### src/rtl/fan_tach_emulator.sv
// fan_tach_emulator: emulated 4-wire fan. It measures the PWM duty, ramps a speed toward it and drives an NCO tach output.
// Optional build macro FAN_EMU_STALL_EN adds a `stall` input that models a seized rotor.
module fan_tach_emulator #(
  parameter int unsigned PWM_BITS   = 10,
  parameter int unsigned PHASE_BITS = 24,
  parameter int unsigned INC_SHIFT  = 0,
  parameter int unsigned RAMP_DIV   = 4096
) (
  input  logic                clock,
  input  logic                reset,
  input  logic                pwm_in,
`ifdef FAN_EMU_STALL_EN
  input  logic                stall,
`endif
  output logic                tach_out,
  output logic [PWM_BITS:0]   duty_meas,
  output logic                duty_valid,
  output logic [PWM_BITS:0]   speed
);

  localparam int unsigned DW    = PWM_BITS + 1;
  localparam int unsigned WW    = PWM_BITS + 2;
  localparam int unsigned PW    = PHASE_BITS + 1;
  localparam int unsigned DIV_W = (RAMP_DIV > 1) ? $clog2(RAMP_DIV) : 1;

  localparam logic [DW-1:0]    FULL_V   = DW'(1) << PWM_BITS;
  localparam logic [WW-1:0]    WIN_MAX  = WW'(2) << PWM_BITS;
  localparam logic [DIV_W-1:0] DIV_LAST = DIV_W'(RAMP_DIV - 1);

  logic                  pwm_meta;
  logic                  pwm_s;
  logic                  pwm_d;
  logic                  rise;
  logic                  timeout;
  logic                  armed;
  logic [DW-1:0]         high_cnt;
  logic [DW-1:0]         high_nxt;
  logic [WW-1:0]         win_cnt;
  logic [WW-1:0]         win_nxt;
  logic [DIV_W-1:0]      div_cnt;
  logic                  ramp_tick;
  logic                  frozen;
  logic [DW-1:0]         target;
  logic [PHASE_BITS-1:0] phase;
  logic [PW-1:0]         phase_inc;
  logic [PW-1:0]         phase_sum;

  // Input synchronizer plus one delay stage for edge detection
  always_ff @(posedge clock or posedge reset) begin
    if (reset) begin
      pwm_meta <= 1'b0;
      pwm_s    <= 1'b0;
      pwm_d    <= 1'b0;
    end else begin
      pwm_meta <= pwm_in;
      pwm_s    <= pwm_meta;
      pwm_d    <= pwm_s;
    end
  end

  assign rise = pwm_s & ~pwm_d;

  // Saturating window counters
  always_comb begin
    high_nxt = high_cnt;
    win_nxt  = win_cnt;
    if (pwm_s && (high_cnt != FULL_V)) begin
      high_nxt = high_cnt + DW'(1);
    end
    if (win_cnt != WIN_MAX) begin
      win_nxt = win_cnt + WW'(1);
    end
  end

  // The timeout fires on the cycle that would bring the window to 2*FULL, so a constant level repeats every 2*FULL clocks.
  assign timeout = (win_nxt == WIN_MAX);

  always_ff @(posedge clock or posedge reset) begin
    if (reset) begin
      armed      <= 1'b0;
      high_cnt   <= '0;
      win_cnt    <= '0;
      duty_meas  <= '0;
      duty_valid <= 1'b0;
    end else begin
      duty_valid <= 1'b0;
      if (rise) begin
        armed    <= 1'b1;
        high_cnt <= DW'(1);
        win_cnt  <= WW'(1);
        if (armed) begin
          duty_meas  <= high_cnt;
          duty_valid <= 1'b1;
        end
      end else if (timeout) begin
        armed      <= 1'b0;
        high_cnt   <= '0;
        win_cnt    <= '0;
        duty_meas  <= pwm_s ? FULL_V : '0;
        duty_valid <= 1'b1;
      end else begin
        high_cnt <= high_nxt;
        win_cnt  <= win_nxt;
      end
    end
  end

`ifdef FAN_EMU_STALL_EN
  assign frozen = stall;
`else
  assign frozen = 1'b0;
`endif

  assign target    = frozen ? '0 : duty_meas;
  assign ramp_tick = (div_cnt == DIV_LAST);

  // Speed walks one LSB per ramp tick toward the target. It compares against duty_meas as it was before any same-cycle update.
  always_ff @(posedge clock or posedge reset) begin
    if (reset) begin
      div_cnt <= '0;
      speed   <= '0;
    end else begin
      div_cnt <= ramp_tick ? '0 : div_cnt + DIV_W'(1);
      if (ramp_tick) begin
        if (speed < target) begin
          speed <= speed + DW'(1);
        end else if (speed > target) begin
          speed <= speed - DW'(1);
        end
      end
    end
  end

  assign phase_inc = PW'(speed) << INC_SHIFT;
  assign phase_sum = {1'b0, phase} + phase_inc;

  // Tach NCO: each phase wrap toggles tach_out. When speed is zero, the phase and the tach level hold.
  always_ff @(posedge clock or posedge reset) begin
    if (reset) begin
      phase    <= '0;
      tach_out <= 1'b0;
    end else if (!frozen) begin
      phase <= phase_sum[PHASE_BITS-1:0];
      if (phase_sum[PHASE_BITS]) begin
        tach_out <= ~tach_out;
      end
    end
  end

endmodule

### config.mk
export PLATFORM = sky130hd
export DESIGN_NAME = fan_tach_emulator
export DESIGN_NICKNAME = d
export VERILOG_FILES = /design/src/rtl/fan_tach_emulator.sv
export SDC_FILE = /design/constraint.sdc
export NUM_CORES = 1
export LEC_CHECK = 0
export ABC_AREA = 1
export CORE_AREA = 5 5 141 143
export CTS_CLUSTER_SIZE = 30
export DETAILED_ROUTE_END_ITERATION = 10
export DIE_AREA = 0 0 146 148
export PLACE_DENSITY = 0.56
export SLEW_MARGIN = 20
export SYNTH_ARGS = -nofsm -noshare
export SYNTH_HDL_FRONTEND = slang
export SYNTH_SLANG_ARGS = --single-unit
### constraint.sdc
create_clock -name clock -period 3.4 [get_ports clock]
set_clock_uncertainty 0.2 [all_clocks]
set_input_delay 0.51 -clock clock [delete_from_list [all_inputs] [get_ports clock]]
set_output_delay 0.51 -clock clock [all_outputs]
set_load 0.05 [all_outputs]
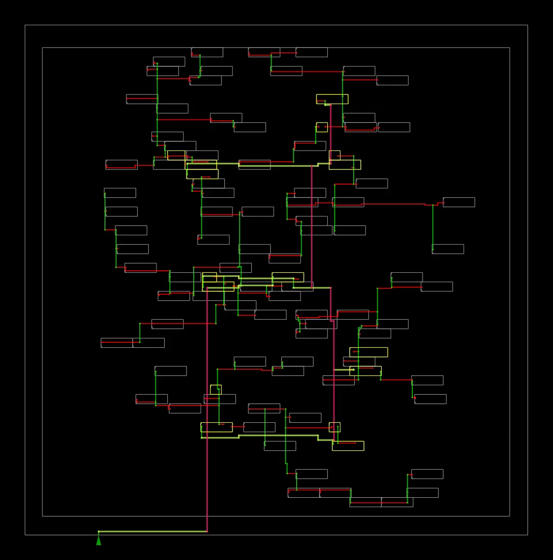
**Above:** clock routing.
count of sequential standard cells: 87
power of the clock network: 1.05 mW
number of clock-tree buffers in the layout: 10

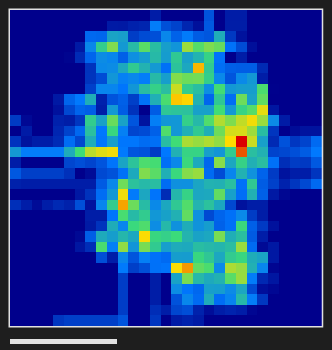
**Above:** wiring heat map.
Scale bar: 50 µm. The die is cut into 29 by 30 equal tiles; dark blue is low, red is high, scaled to the fullest tile. Values are wire area over tile area, all layers added.
mean over tiles: 0.086
fullest tile: 0.47
densest ninth of the die: centre
emptiest ninth of the die: south-west
nearly empty tiles: 38%
tiles over half the peak: 8.9%

==> flow_metrics.tcl <==
# place-and-route summary
set metrics [dict create \
    ys_chip_area_um2 5280 \
    minimum_clock_period_ns 3.01 \
    maximum_number_of_pins_on_one_net_before_global_route_repair 35 \
    detail_route.drc_violations 0 \
    antenna_fix_cells 0 \
    floorplan.io_pins 27 \
    fp_util 0.286 \
    syn_inst 656 \
    worst_slew_pin_slew_ns 0.654 \
    edf_count 0 \
    status "finished, final reports clean" \
    cpLargestDelayFamily "adder cells" \
    finalSetupViolCount 0 \
    timing.critical_path.fanout_max 10 \
    track_usage 0.116 \
    reg2reg_slack_ns 0.39 \
    synth-main-ff-cell "sky130_fd_sc_hd__dfrtp_1" \
    ys_warn_count 0 \
    floorplan.core_area_um2 18500 \
    ys_top_cells_by_area "sky130_fd_sc_hd__dfrtp_1 (41%), sky130_fd_sc_hd__nand2_1 (12%), sky130_fd_sc_hd__ha_1 (8.5%)" \
    r2r_start "duty_meas[2]$_DFFE_PP0P_" \
    grt_pass1_wl_um 20600 \
    internal-power_mw 1.87 \
]
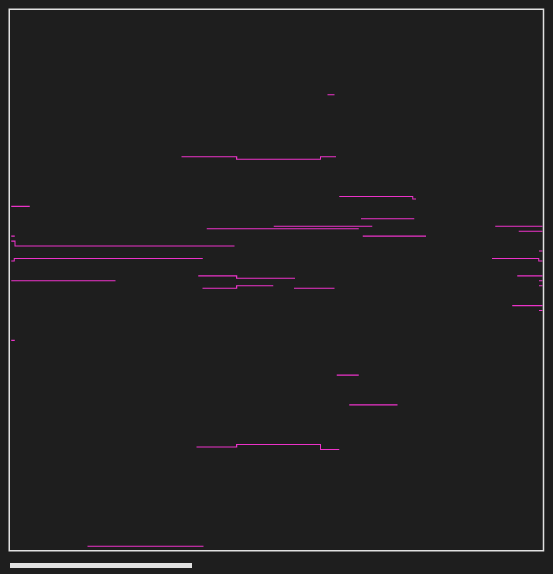
**Above:** the metal 3 layer.
Scale bar: 50 µm.
share of all routed wire: 4.3%
nets with wire on the layer: 23

power groups by stage:
stage                     logic [mW]  registers, mW  clock network (mW)
after floorplan                0.356           1.20                   0
after global placement         0.515           1.17                   0
after detailed placement       0.515           1.18                   0
after CTS                      0.522           1.16                1.09
after global routing           0.584           1.17                1.12
final                          0.517           1.16                1.05
registers in the layout (all words and copies together) (netlist names), 11 cells and up:
register	flops
high_cnt	11
phase	24
win_cnt	12
duty_meas	11
div_cnt	12
speed	11
cell type report:
type,count,area [µm²]
Fill cell,1918,12300
Multi-Input combinational cell,476,2730
Sequential cell,87,2180
Timing Repair Buffer,37,355
Inverter,85,320
Tap cell,234,293
Clock buffer,10,239
Clock inverter,6,76.3
logic make-up (layout without fill, tap and decap cells):
kind of cell | after synthesis | count (layout) | share of synthesized area
adder cells (fa/ha/maj) | 38 | 38 | 0.0929
buffers and inverters | 93 | 138 | 0.0711
XOR/XNOR | 44 | 44 | 0.0744
AND-OR/OR-AND | 63 | 63 | 0.0656
AND/OR/NAND/NOR | 331 | 331 | 0.284
flip-flops | 87 | 87 | 0.412
metrics by stage:
| step | instance area, µm² | hold WS [ns] | std cells | util |
|---|---|---|---|---|
| 5_1_grt | 6190 | 0.169 | 935 | 0.335 |
| 3_3_place_gp | 5870 | 0.133 | 919 | 0.318 |
| 6_report | 6190 | 0.149 | 935 | 0.335 |
| 3_5_place_dp | 5870 | 0.135 | 919 | 0.318 |
| 2_1_floorplan | 5280 | 0.131 | 656 | - |
| 4_1_cts | 6190 | 0.150 | 935 | 0.335 |
metal layers:
layer	up-vias	part of all wire	global-route usage	routed length (µm)
met5	-	0	0	0
met4	0	0.014	0.0367	168
met3	9	0.043	0.0297	513
met2	39	0.43	0.174	5060
met1	1955	0.52	0.164	6150
li1	2190	-	-	-
Power and IR drop assume default switching activity.
